==> config.mk <==
export PLATFORM = sky130hd
export DESIGN_NAME = sccb_apb_master
export DESIGN_NICKNAME = d
export VERILOG_FILES = /design/src/rtl/sccb_apb_master.sv
export SDC_FILE = /design/constraint.sdc
export NUM_CORES = 1
export LEC_CHECK = 0
export CAP_MARGIN = 10
export CORE_ASPECT_RATIO = 1.4
export CORE_MARGIN = 5
export CORE_UTILIZATION = 50
export DETAILED_ROUTE_END_ITERATION = 6
export GPL_ROUTABILITY_DRIVEN = 0
export PLACE_DENSITY = 0.68
export SYNTH_ARGS = -nofsm -noshare
export SYNTH_HDL_FRONTEND = slang
export SYNTH_SLANG_ARGS = --single-unit
==> constraint.sdc <==
create_clock -name PCLK -period 6.4 [get_ports PCLK]
set_input_delay 0.96 -clock PCLK [delete_from_list [all_inputs] [get_ports PCLK]]
set_output_delay 0.96 -clock PCLK [all_outputs]
set_load 0.01 [all_outputs]
==> src/rtl/sccb_apb_master.sv <==
// sccb_apb_master: APB3 slave with a command FIFO that runs queued
// SCCB register writes and 2+2-phase reads at a programmable SIO_C rate.
module sccb_apb_master #(
    parameter int FIFO_DEPTH = 8,
    parameter int DIV_RST    = 250
) (
    input  logic        PCLK,
    input  logic        PRESETN,
    input  logic        PSEL,
    input  logic        PENABLE,
    input  logic        PWRITE,
    input  logic [4:0]  PADDR,
    input  logic [31:0] PWDATA,
    output logic [31:0] PRDATA,
    output logic        PREADY,
    output logic        PSLVERR,
    output logic        sio_c,
    output logic        sio_d_oe,
    input  logic        sio_d_in,
    output logic        pwdn,
    output logic        irq
);
    localparam int AW = $clog2(FIFO_DEPTH);
    localparam int LW = AW + 1;

    typedef enum logic [2:0] {
        IDLE, START, BIT_LO, BIT_HI, STOP_LO, STOP_HI, STOP_REL, GAP
    } state_t;

    state_t        state, state_n;
    logic [23:0]   mem [FIFO_DEPTH];
    logic [LW-1:0] wp, rp, level;
    logic [15:0]   div, div_l, cnt;
    logic [3:0]    bcnt;
    logic [2:0]    ph;
    logic [23:0]   cur;
    logic [7:0]    rx, rdata, byte_c;
    logic          en, irq_en, rd_valid, ovf, s1, s2;
    logic [2:0]    a;
    logic          acc, wr, rd, unmapped, empty, full, busy;
    logic          pop, push_req, push, drop, flush;
    logic          tick_end, bit_v, phase_last, done_rd;
    logic          unused;

    assign unused = &{1'b0, PWDATA[30:24], PWDATA[16], PADDR[1:0]};

    assign a        = PADDR[4:2];
    assign acc      = PSEL & PENABLE;
    assign wr       = acc & PWRITE;
    assign rd       = acc & ~PWRITE;
    assign unmapped = (a > 3'd4);
    assign level    = wp - rp;
    assign empty    = (wp == rp);
    assign full     = (level == LW'(FIFO_DEPTH));
    assign busy     = (state != IDLE);
    assign flush    = wr & (a == 3'd4) & PWDATA[1];
    assign pop      = (state == IDLE) & en & ~empty & ~flush;
    assign push_req = wr & (a == 3'd0);
    assign push     = push_req & (~full | pop);
    assign drop     = push_req & full & ~pop;
    assign PREADY   = 1'b1;
    assign PSLVERR  = acc & (unmapped | drop);
    assign irq      = irq_en & empty & ~busy;
    assign tick_end = (cnt == div_l - 16'd1);

    // byte of the current phase; phase 3 is the sensor's data byte
    always_comb begin
        case (ph)
            3'd0:    byte_c = {cur[22:16], 1'b0};
            3'd1:    byte_c = cur[15:8];
            3'd2:    byte_c = cur[23] ? {cur[22:16], 1'b1} : cur[7:0];
            default: byte_c = 8'hFF;
        endcase
    end

    assign bit_v      = bcnt[3] | byte_c[~bcnt[2:0]];
    assign phase_last = cur[23] ? (ph == 3'd1 || ph == 3'd3)
                                : (ph == 3'd2);
    assign done_rd    = (state == GAP) & tick_end & cur[23]
                      & (ph == 3'd4);

    always_comb begin
        state_n  = state;
        sio_c    = 1'b1;
        sio_d_oe = 1'b0;
        case (state)
            IDLE: if (pop) state_n = START;
            START: begin
                sio_d_oe = 1'b1;
                if (tick_end) state_n = BIT_LO;
            end
            BIT_LO: begin
                sio_c    = 1'b0;
                sio_d_oe = ~bit_v;
                if (tick_end) state_n = BIT_HI;
            end
            BIT_HI: begin
                sio_d_oe = ~bit_v;
                if (tick_end)
                    state_n = (bcnt[3] && phase_last) ? STOP_LO : BIT_LO;
            end
            STOP_LO: begin
                sio_c    = 1'b0;
                sio_d_oe = 1'b1;
                if (tick_end) state_n = STOP_HI;
            end
            STOP_HI: begin
                sio_d_oe = 1'b1;
                if (tick_end) state_n = STOP_REL;
            end
            STOP_REL: if (tick_end) state_n = GAP;
            GAP: if (tick_end)
                state_n = (cur[23] && ph == 3'd2) ? START : IDLE;
            default: state_n = IDLE;
        endcase
    end

    always_ff @(posedge PCLK or negedge PRESETN) begin
        if (!PRESETN) begin
            state <= IDLE;
            cnt   <= '0;
            bcnt  <= '0;
            ph    <= '0;
            cur   <= '0;
            div_l <= 16'd2;
            rx    <= '0;
            s1    <= 1'b1;
            s2    <= 1'b1;
        end else begin
            state <= state_n;
            s1    <= sio_d_in;
            s2    <= s1;
            if (state == IDLE) begin
                cnt <= '0;
                if (pop) begin
                    cur   <= mem[rp[AW-1:0]];
                    div_l <= (div < 16'd2) ? 16'd2 : div;
                    ph    <= '0;
                    bcnt  <= '0;
                end
            end else if (tick_end) begin
                cnt <= '0;
                if (state == BIT_HI) begin
                    if (bcnt[3]) begin
                        bcnt <= '0;
                        ph   <= ph + 3'd1;
                    end else begin
                        bcnt <= bcnt + 4'd1;
                    end
                end
            end else begin
                cnt <= cnt + 16'd1;
            end
            if (state == BIT_HI && tick_end && ph == 3'd3 && !bcnt[3])
                rx <= {rx[6:0], s2};
        end
    end

    always_ff @(posedge PCLK) begin
        if (push) mem[wp[AW-1:0]] <= {PWDATA[31], PWDATA[23:17],
                                      PWDATA[15:8], PWDATA[7:0]};
    end

    always_ff @(posedge PCLK or negedge PRESETN) begin
        if (!PRESETN) begin
            div      <= 16'(DIV_RST);
            en       <= 1'b0;
            irq_en   <= 1'b0;
            pwdn     <= 1'b0;
            wp       <= '0;
            rp       <= '0;
            ovf      <= 1'b0;
            rd_valid <= 1'b0;
            rdata    <= '0;
        end else begin
            if (wr && a == 3'd3) div <= PWDATA[15:0];
            if (wr && a == 3'd4) begin
                en     <= PWDATA[0];
                irq_en <= PWDATA[2];
                pwdn   <= PWDATA[3];
            end
            if (flush) begin
                wp <= '0;
                rp <= '0;
            end else begin
                if (push) wp <= wp + LW'(1);
                if (pop)  rp <= rp + LW'(1);
            end
            if (drop) ovf <= 1'b1;
            else if (wr && a == 3'd1 && PWDATA[4]) ovf <= 1'b0;
            // a completing read beats a same-cycle clear
            if (done_rd) begin
                rd_valid <= 1'b1;
                rdata    <= rx;
            end else if ((wr && a == 3'd1 && PWDATA[3]) ||
                         (rd && a == 3'd2)) begin
                rd_valid <= 1'b0;
            end
        end
    end

    always_comb begin
        PRDATA = '0;
        case (a)
            3'd1: PRDATA = {16'd0, {(8-LW){1'b0}}, level, 3'd0,
                            ovf, rd_valid, full, empty, busy};
            3'd2: PRDATA = {24'd0, rdata};
            3'd3: PRDATA = {16'd0, div};
            3'd4: PRDATA = {28'd0, pwdn, irq_en, 1'b0, en};
            default: PRDATA = '0;
        endcase
    end
endmodule

### Placement by cell class

Scale: 2 px per um. Fill, decap, tap and diode cells in grey.
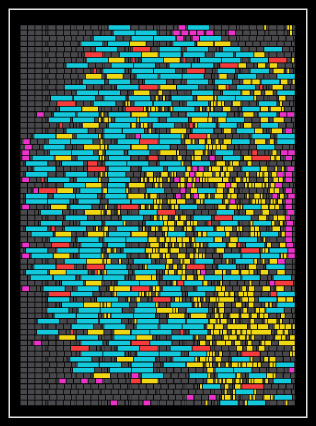
legend:
  yellow:
    class: remaining logic cells
    cells: 564
    share_of_their_area: 31%
  red:
    class: clock drivers and dummy loads
    cells: 52
    share_of_their_area: 6.2%
  magenta:
    class: remaining buffers and delay cells
    cells: 71
    share_of_their_area: 4.5%
  cyan:
    class: sequential cells
    cells: 305
    share_of_their_area: 59%

### Signal wires on met2

Scale: 2 px per um. Cells faint in the background.
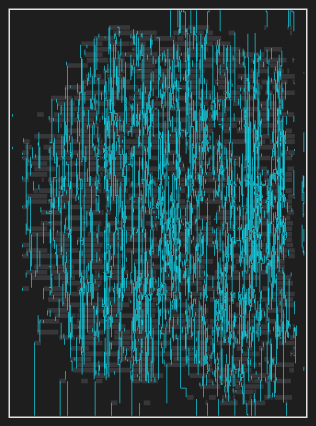
wire length on this layer: 15,300 um
nets with wire on the layer: 866
share of all routed wire: 53%
main direction: vertical

### Wires at chosen ports, followed through buffers

Scale: 2 px per um.
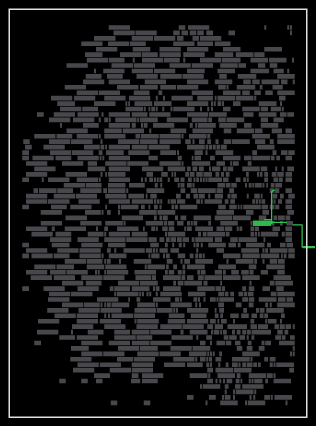
legend:
  green:
    port: `pwdn`
    direction: output
    end_cells: 1
    buffers: 1
    wire: 47.6 um

==> run notes <==
In this run the mean area of a mapped cell was 14.57 sq um. In this run the worst hold path is classified as register to register. Looking at the post-CTS report, the setup buffer insertion count equals 0.

The critical path contains buffers and inverters numbering 2 combined. The run gives 18.34 mm as the HPWL after detailed placement. In the layout the tool counted multi-input logic cells amounting to 546. With the worst endpoint data arrival time at 4.29 ns, the number of antenna diodes is 0. The number of ordinary and repair buffers in the finished layout works out to 71.

Global routing used 19.13% of the available tracks across all layers. The first global-routing pass estimated 44.73 mm of wire. The cell depth of the worst flop-to-flop path was 10. On met1, the global router reports a usage of 24.03%.

The launch instance of the worst min-delay path was s1$_DFF_PN1_. Per the timing report, the achievable frequency comes out to 190.3 MHz. Once layout is complete, the cells apart from fillers number 1,316. For the area of placed instances, the log shows 14,160 sq um. The multiplexer fraction of the synthesized cell area was 13.21%.

The cell-mix breakdown from Yosys lists the XOR/XNOR area share as 2.468%. Setup total negative slack on the finished layout was measured at 0 ns. The tally of yosys warning messages came out at 0. OpenROAD emitted warnings numbering 39. The highest metal layer carrying signal wires in the routed design is met4. Per the GRT log, the top usage layer is met2. The clock period could shrink to 5.254 ns.

Post-synthesis, Yosys gives the total cell area as 13,330 sq um. For reference, compound AND-OR and OR-AND cells occupy 5.622% of the area reported after synthesis. In this run the critical path is formed by inv_2 > ha_1 > nand4_1 > nand3_1 > or2_2 > nand3_1 > a21oi_1 > clkdlybuf4s50_1.

The tools report the startpoint of the worst-slack reg-to-reg timing path as rp[2]$_DFFE_PN0P_. The run gives 1 as the H-tree level count. The report lists the number of standard-cell rows as 70.

The run gives 202.0 uV as the peak supply drop. Of all nets on the critical path, the largest fanout is 28. The logs give 305 for the number of flip-flops and latches and 5 for the detailed-router iteration count before antenna repair. Measured against its own limit, the worst slew margin works out to 26.79%. For this design the ratio of total power to cell area is 372.1 nW/um^2. The flow reports power dissipated in combinational cells as 1410 uW. In the synthesized netlist, the number of instances is 915.

Leading cell type by number of instances after synthesis: sky130_fd_sc_hd__edfxtp_1. Static leakage: 0.005528 uW. Worst slack on hold paths: 0.3569 ns.

The number of antenna-violating nets in the routed design was 0; the total via count in the routed design was 7,688. The run gives 0 for the final tally of hold violations. Per the skew report, the later register of the worst-skew pair sees a clock latency of 0.55 ns. For this design the top-level I/O count stands at 81. The cell-mix breakdown from Yosys lists the simple-gate area share as 9.742%. By count the netlist is led by sky130_fd_sc_hd__edfxtp_1 (192), sky130_fd_sc_hd__dfrtp_1 (104), sky130_fd_sc_hd__nand2_1 (87). The run gives 1.098 ns for the transition time at the pin with the least slew margin.

The run gives 558 for the first-iteration detailed-routing DRC count. The maximum number of pins on one net before global-route repair is 70. Of all power groups, the one with the highest power is registers. The tools report the end point of the critical path as PSLVERR. The worst setup path is launched from a register. The number of design rule violations left after detail routing came out at 0.

The startpoint of the worst setup timing path was rp[2]$_DFFE_PN0P_. The setup path with the least slack is of type register to output pin. Among the non-sequential cells, multiplexers take the most area.

Per the cell usage report, the commonest logic cell in the layout is sky130_fd_sc_hd__edfxtp_1. The cell with the largest stage delay on the worst path was sky130_fd_sc_hd__dfrtp_1. The cell kind with the greatest summed area is flip-flops and latches. The register with the most flip-flops in the layout has 192 of them. The flow ran to the end, and the final reports show no timing, DRC or antenna violations.

The internal power of the cells was 3904 uW; the area of the die was 30,080 sq um. The clock network is responsible for 29.5% of the overall power. Relative to the synthesized area, the layout overhead comes to 13.09%. The combinational share of cell area is 29.30%. The number of hold buffers added after CTS was 0.

After routing the design area is 15,080 sq um. In the routed layout, each cell is associated on average with a via count of 5.842. The area taken by sequential standard cells is reported as 8610 sq um. Measured on the finished design, the core utilization comes to 57.57%. The worst-case setup slack after placement was 1.433 ns; the count of fill cells added during filler insertion was 2,061.
### The clock network

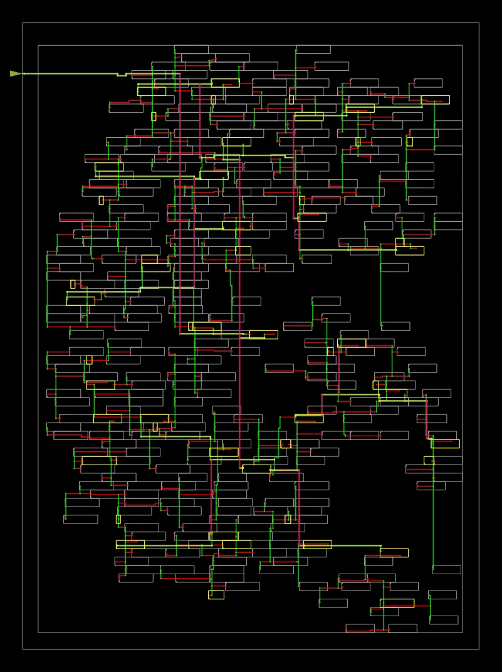
TritonCTS Sinks: 305
Clk. pwr: 1650 uW
Clock Skew: 0.01122 ns

### Routed clock nets over the placement

Scale: 2 px per um.
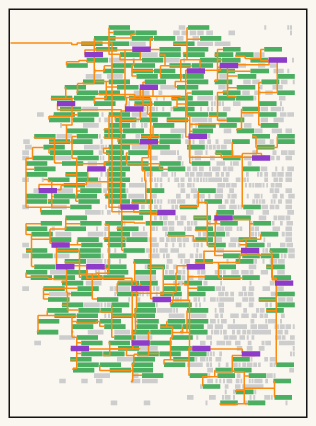
legend:
  purple:
    item: clock-net drivers
    count: 28
  orange:
    item: clock wires
    length: 3,360 um
  green:
    item: flip-flops
    count: 305
flops lie: widely spread

Power is estimated from default activity; no workload was simulated.
